--- src/rtl/sb_frame_deserializer_pkg.sv ---
// Shared types and default parameter values for the sideband frame deserializer.
// Imported by the interface, the receive FIFO and the top module.
package sb_deser_pkg;

    // Encodings are fixed so the state can be probed or forced by number.
    typedef enum logic [1:0] {
        IDLE = 2'b00,
        DATA = 2'b01,
        STOP = 2'b10
    } deser_state_e;

    localparam int DEF_DATA_W     = 8;
    localparam int DEF_STOP_BITS  = 1;
    localparam int DEF_FIFO_DEPTH = 4;

endpackage

--- src/rtl/sb_frame_deserializer_if.sv ---
// Received-word stream between the deserializer and its consumer.
// The master side produces out_data/out_valid and the slave side returns out_ready.
interface sb_frame_deserializer_if
    import sb_deser_pkg::*;
#(
    parameter int DATA_W = DEF_DATA_W
);

    logic [DATA_W-1:0] out_data;
    logic              out_valid;
    logic              out_ready;

    modport master (
        output out_data,
        output out_valid,
        input  out_ready
    );

    modport slave (
        input  out_data,
        input  out_valid,
        output out_ready
    );

endinterface

--- src/rtl/sb_rx_fifo.sv ---
// Receive-word FIFO: DEPTH entries (power of two), pointers with a wrap bit.
// A push into a full FIFO is accepted only when a pop happens in the same cycle.
module sb_rx_fifo
    import sb_deser_pkg::*;
#(
    parameter int WIDTH = DEF_DATA_W,
    parameter int DEPTH = DEF_FIFO_DEPTH
) (
    input  logic             clk,
    input  logic             rst,
    input  logic             push,
    input  logic [WIDTH-1:0] push_data,
    input  logic             pop,
    output logic [WIDTH-1:0] pop_data,
    output logic             full,
    output logic             empty
);

    localparam int AW = $clog2(DEPTH);

    logic [WIDTH-1:0] mem [DEPTH];
    logic [AW:0]      wr_ptr;
    logic [AW:0]      rd_ptr;
    logic             wr_en;
    logic             rd_en;

    assign empty = (wr_ptr == rd_ptr);
    assign full  = (wr_ptr[AW] != rd_ptr[AW]) && (wr_ptr[AW-1:0] == rd_ptr[AW-1:0]);

    assign wr_en = push && (!full || pop);
    assign rd_en = pop && !empty;

    // Storage is not reset; the head is masked to zero whenever the FIFO is empty.
    assign pop_data = empty ? '0 : mem[rd_ptr[AW-1:0]];

    always_ff @(posedge clk or negedge rst) begin
        if (!rst) begin
            wr_ptr <= '0;
            rd_ptr <= '0;
        end else begin
            if (wr_en) begin
                wr_ptr <= wr_ptr + (AW+1)'(1);
            end
            if (rd_en) begin
                rd_ptr <= rd_ptr + (AW+1)'(1);
            end
        end
    end

    always_ff @(posedge clk) begin
        if (wr_en) begin
            mem[wr_ptr[AW-1:0]] <= push_data;
        end
    end

endmodule

--- src/rtl/sb_frame_deserializer.sv ---
// Serial sideband frame receiver: start bit, DATA_W data bits, STOP_BITS stop bits,
// good words are queued in sb_rx_fifo and presented on a valid/ready stream.
module sb_frame_deserializer
    import sb_deser_pkg::*;
#(
    parameter int DATA_W     = DEF_DATA_W,
    parameter int LSB_FIRST  = 1,
    parameter int STOP_BITS  = DEF_STOP_BITS,
    parameter int FIFO_DEPTH = DEF_FIFO_DEPTH
) (
    input  logic                    clk,
    input  logic                    rst,
    input  logic                    en,
    input  logic                    in_bit,
    sb_frame_deserializer_if.master stream,
    output logic                    frame_err,
    output logic                    overflow,
    output logic                    busy
);

    localparam int CNT_W = $clog2(DATA_W + 1);
    localparam logic [CNT_W-1:0] DATA_LAST = CNT_W'(DATA_W - 1);
    localparam logic [CNT_W-1:0] STOP_LAST = CNT_W'(STOP_BITS - 1);

    deser_state_e      state_q;
    deser_state_e      state_d;
    logic [CNT_W-1:0]  cnt_q;
    logic [CNT_W-1:0]  cnt_d;
    logic [DATA_W-1:0] sh_q;
    logic [DATA_W-1:0] sh_d;
    logic              push;
    logic              err_set;
    logic              pop;
    logic              fifo_full;
    logic              fifo_empty;

    function automatic logic [DATA_W-1:0] insert_bit(input logic [DATA_W-1:0] sh,
                                                     input logic              b);
        if (LSB_FIRST != 0) begin
            return {b, sh[DATA_W-1:1]};
        end else begin
            return {sh[DATA_W-2:0], b};
        end
    endfunction

    // Next-state logic; the counter is reused for stop bits once the data field is full.
    always_comb begin
        state_d = state_q;
        cnt_d   = cnt_q;
        sh_d    = sh_q;
        push    = 1'b0;
        err_set = 1'b0;
        case (state_q)
            IDLE: begin
                if (en && !in_bit) begin
                    state_d = DATA;
                    cnt_d   = '0;
                end
            end
            DATA: begin
                if (!en) begin
                    state_d = IDLE;
                end else begin
                    sh_d = insert_bit(sh_q, in_bit);
                    if (cnt_q == DATA_LAST) begin
                        state_d = STOP;
                        cnt_d   = '0;
                    end else begin
                        cnt_d = cnt_q + CNT_W'(1);
                    end
                end
            end
            STOP: begin
                if (!en) begin
                    state_d = IDLE;
                end else if (!in_bit) begin
                    err_set = 1'b1;
                    state_d = IDLE;
                end else if (cnt_q == STOP_LAST) begin
                    push    = 1'b1;
                    state_d = IDLE;
                end else begin
                    cnt_d = cnt_q + CNT_W'(1);
                end
            end
            default: begin
                state_d = IDLE;
            end
        endcase
    end

    always_ff @(posedge clk or negedge rst) begin
        if (!rst) begin
            state_q   <= IDLE;
            cnt_q     <= '0;
            sh_q      <= '0;
            frame_err <= 1'b0;
            overflow  <= 1'b0;
        end else begin
            state_q   <= state_d;
            cnt_q     <= cnt_d;
            sh_q      <= sh_d;
            frame_err <= err_set;
            // A simultaneous pop frees the slot, so only an unserved full FIFO drops.
            overflow  <= push && fifo_full && !pop;
        end
    end

    assign busy = (state_q != IDLE);

    assign stream.out_valid = !fifo_empty;
    assign pop              = stream.out_valid && stream.out_ready;

    sb_rx_fifo #(
        .WIDTH (DATA_W),
        .DEPTH (FIFO_DEPTH)
    ) u_fifo (
        .clk       (clk),
        .rst       (rst),
        .push      (push),
        .push_data (sh_q),
        .pop       (pop),
        .pop_data  (stream.out_data),
        .full      (fifo_full),
        .empty     (fifo_empty)
    );

endmodule

--- src/flat_wrapper.sv ---
// flat-port wrapper written by rule: the top's interface ports become plain ports
module sb_frame_deserializer_flat import sb_deser_pkg::*;
#(
    parameter int DATA_W     = DEF_DATA_W,
    parameter int LSB_FIRST  = 1,
    parameter int STOP_BITS  = DEF_STOP_BITS,
    parameter int FIFO_DEPTH = DEF_FIFO_DEPTH
)
  (clk, rst, en, in_bit, frame_err, overflow, busy, stream_out_data, stream_out_valid, stream_out_ready);
  sb_frame_deserializer_if #(.DATA_W(DATA_W)) stream_i ();
  input  logic clk;
  input  logic rst;
  input  logic en;
  input  logic in_bit;
  output logic frame_err;
  output logic overflow;
  output logic busy;
  output wire logic [$bits(stream_i.out_data)-1:0] stream_out_data;
  output wire logic [$bits(stream_i.out_valid)-1:0] stream_out_valid;
  input wire logic [$bits(stream_i.out_ready)-1:0] stream_out_ready;
  assign stream_out_data = stream_i.out_data;
  assign stream_out_valid = stream_i.out_valid;
  assign stream_i.out_ready = stream_out_ready;
  sb_frame_deserializer #(.DATA_W(DATA_W), .LSB_FIRST(LSB_FIRST), .STOP_BITS(STOP_BITS), .FIFO_DEPTH(FIFO_DEPTH)) u_core (.clk(clk), .rst(rst), .en(en), .in_bit(in_bit), .stream(stream_i), .frame_err(frame_err), .overflow(overflow), .busy(busy));
endmodule
--- config.mk ---
export PLATFORM = sky130hd
export DESIGN_NAME = sb_frame_deserializer_flat
export DESIGN_NICKNAME = d
export VERILOG_FILES = /design/src/rtl/sb_frame_deserializer_pkg.sv /design/src/rtl/sb_frame_deserializer_if.sv /design/src/rtl/sb_rx_fifo.sv /design/src/rtl/sb_frame_deserializer.sv /design/src/flat_wrapper.sv
export SDC_FILE = /design/constraint.sdc
export NUM_CORES = 1
export LEC_CHECK = 0
export CORE_ASPECT_RATIO = 0.5
export CORE_MARGIN = 4
export CORE_UTILIZATION = 45
export DETAILED_ROUTE_END_ITERATION = 8
export GPL_TIMING_DRIVEN = 0
export PLACE_DENSITY = 0.64
export SYNTH_ARGS = -nofsm -noshare
export SYNTH_HDL_FRONTEND = slang
export SYNTH_SLANG_ARGS = --single-unit
--- constraint.sdc ---
create_clock -name clk -period 1.94 [get_ports clk]
set_clock_uncertainty 0.15 [all_clocks]
set_input_delay 0.194 -clock clk [delete_from_list [all_inputs] [get_ports clk]]
set_output_delay 0.194 -clock clk [all_outputs]
set_load 0.01 [all_outputs]
Fig. 1: placed cells, one color a class
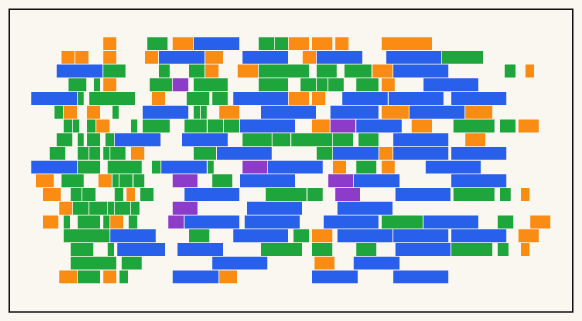
clock drivers and dummy loads: shown in purple, cells 8, share of their area 3.2%. sequential cells: shown in blue, cells 54, share of their area 49%. remaining buffers and delay cells: shown in orange, cells 51, share of their area 15%. remaining logic cells: shown in green, cells 97, share of their area 33%.

Fig. 2: register map, names as in the netlist
The bar under the picture is 20 um long.
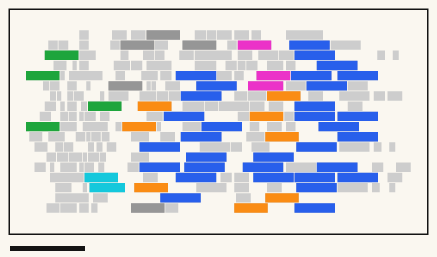
u_core.sh_q: shown in orange, sequential cells 8. u_core.state_q: shown in cyan, sequential cells 2. u_core.cnt_q: shown in green, sequential cells 4. u_core.u_fifo.mem: shown in blue, sequential cells 32. u_core.u_fifo.rd_ptr: shown in magenta, sequential cells 3.
flop share of the area: 47.53%
Layout Utilization: 63.14%
Seq. pwr: 0.00162 W

-- cell families (layout without fill, tap and decap cells) --
logic type	Yosys count	in the layout	share of synthesized area, %
simple gates	36	36	9.413
mux	19	19	12.58
buf+inv	12	67	2.132
xor+xnor	7	7	2.548
fa+ha+maj	12	12	6.240
compound gates	15	15	4.264
flops	54	54	62.82
-- area by class of cell --
cell class | count | area (um^2) | share of cell area (%)
tap | 70 | 87.58 | 2.749
timing repair buffer | 48 | 449.2 | 14.10
buffer | 3 | 27.53 | 0.8641
multi-input combinational | 89 | 977.2 | 30.68
clock inverter | 2 | 17.52 | 0.5499
clock buffer | 6 | 82.58 | 2.592
inverter | 8 | 30.03 | 0.9427
sequential | 54 | 1514 | 47.53
-- power by group --
part	switching (W)	internal (W)
logic	0.000706	0.00114
clock network	0.000371	0.000295
registers	0.000177	0.00145
-- cell usage after synthesis --
cell,count
a211o_1,2
a21oi_1,2
a2bb2oi_1,1
and2_1,11
and3_1,2
and3_2,1
and4b_1,1
and4bb_2,1
buf_2,2
buf_4,1
clkbuf_1,1
dfrtp_1,22
edfxtp_1,32
ha_1,12
inv_1,8
mux2_2,10
mux2i_1,1
mux4_2,8
nand2_1,6
nand2b_1,1
nand3_1,2
nand3b_1,2
nand4_1,1
nor2_1,2
nor2_2,1
nor2b_1,2
nor3b_1,1
nor3b_2,1
o21a_1,2
o21ai_0,4
o21ai_1,1
o21ba_1,1
o31a_1,1
o31ai_1,1
or2_4,1
xnor2_1,4
xor2_1,3
-- path summary, 6_finish.rpt --
kind,slack (ns),cells past startpoint,from,end
min in group clk,0.37,1,u_core.u_fifo.rd_ptr[2],u_core.u_fifo.rd_ptr[2]
worst min register to register,0.37,1,u_core.u_fifo.rd_ptr[2],u_core.u_fifo.rd_ptr[2]
worst max-delay path,-0.11,5,u_core.u_fifo.rd_ptr[0],stream_out_data[0]
worst max register to register,-0.06,8,u_core.cnt_q[0],u_core.u_fifo.mem[3][0]
worst min-delay path,0.31,1,rst,u_core.sh_q[2]
max in group asynchronous,0.62,1,rst,u_core.u_fifo.rd_ptr[0]
-- repair_timing --
action                                  CTS  global route
buffers inserted                         23            10
endpoints found under the setup margin   45            54
pin swaps                                 9            15
gates cloned                              3             0
gates resized                            72            24
-- metrics by stage --
| step | worst slack (ns) | setup TNS, ns |
|---|---|---|
| 5_1_grt | -0.1883 | -4.911 |
| 3_5_place_dp | -0.3389 | -12.34 |
| 2_1_floorplan | 0.008988 | 0 |
| 4_1_cts | -0.2130 | -2.392 |
| 6_report | -0.1079 | -0.8396 |
| 3_3_place_gp | -0.3251 | -10.88 |
-- per-layer routing --
layer,track usage (%),share of wire [%]
met1,19.52,46
met2,25.62,48
met3,3.741,5.0
met4,3.640,0.42
met5,0,0
-- registers in the layout, summed over array words and instances (netlist names) --
register              count
u_core.u_fifo.mem        32
u_core.sh_q               8
u_core.cnt_q              4
u_core.u_fifo.rd_ptr      3
u_core.u_fifo.wr_ptr      3
u_core.state_q            2
u_core.frame_err          1
u_core.overflow           1
==> results.py <==
# Flow results
metrics = {
    "place": {
        "placed_cells": 241,
        "gp_congestion": 0.7644,
        "portBuffers": 16,
        "hpwl_um": 2581,
        "place_area_um2": 2671,
    },
    "critical_path": {
        "cp.required_ns": 1.60,
        "worst_setup_path_end_kind": "primary output",
        "arrival_ns": 1.70,
        "critPathKind": "flip-flop to primary output",
        "start_kind": "flip-flop",
        "worstPathCellList": "buf_8 > buf_8 > mux4_2 > and2_1 > buf_2",
        "cpMostUsedCell": "buf_8",
    },
    "job": {
        "warnings": 36,
    },
    "clock_network": {
        "path_clk_slew_ns": 0.10,
        "cts_buffer_depth": 2,
        "root_buffer": "clkbuf_8",
        "clk_latency_ns": 0.30,
        "cts_sinks": 54,
        "cts_max_level": 2,
    },
    "yosys": {
        "synth_flops": 54,
        "synth_seq_share_pct": 62.82,
        "synth_stat.cells": 155,
        "synthCells": 155,
        "fp_nets": 172,
        "synth_area_um2": 2406,
        "yosys_area_um2": 2406,
        "yosysUniqueCellTypes": 37,
        "ys_warn_count": 0,
    },
    "cells_and_area": {
        "lay_top_count": "edfxtp_1",
        "fin_nets": 226,
        "fin_area_um2": 3186,
        "mostFrequentLayoutCells": "32 x edfxtp_1, 23 x buf_4, 20 x dfrtp_1",
        "stdcell_count": 280,
        "nFillCells": 384,
        "drive_gt1_share_pct": 46.67,
    },
    "floorplan": {
        "io_pins": 17,
        "fp-row-count": 18,
        "die_y_um": 59.71,
        "die_x_um": 111.4,
        "coreArea_um2": 5045,
        "fp_util_pct": 47.69,
    },
    "power": {
        "power.density_nw_per_um2": 1298,
        "p_total_w": 0.004136,
        "vdd_ir_drop_max_v": 0.0005922,
        "leakage_nw": 1.325,
    },
    "route": {
        "drtIter0Drc": 27,
        "dr.pass1.iters": 4,
        "vias_per_cell": 4.929,
        "drcViolationCount": 0,
        "ant_nets": 0,
        "wirelength_um": 4495,
        "vias": 1380,
    },
    "final_timing": {
        "maxSlewViolCount": 0,
        "worst_slack_ns": -0.1079,
        "setup_viol": 11,
        "grt_setup_unrepaired": "yes",
        "fin_crit_ns": 2.048,
        "tightestPinTransition_ns": 1.061,
        "finalClockPeriodUsage_pct": 105.6,
        "slew_headroom_pct": 29.01,
    },
    "global_routing": {
        "grt_start_max_net_pins": 23,
        "grt_pass1_vias": 1473,
        "grt_use_total_pct": 14.89,
    },
    "status": {
        "status": "finished with violations",
        "failed_checks": "setup timing",
    },
    "hold_path": {
        "hp-class": "primary input to async pin",
    },
}
No activity file was given, so power comes from the tool's default toggle rates.
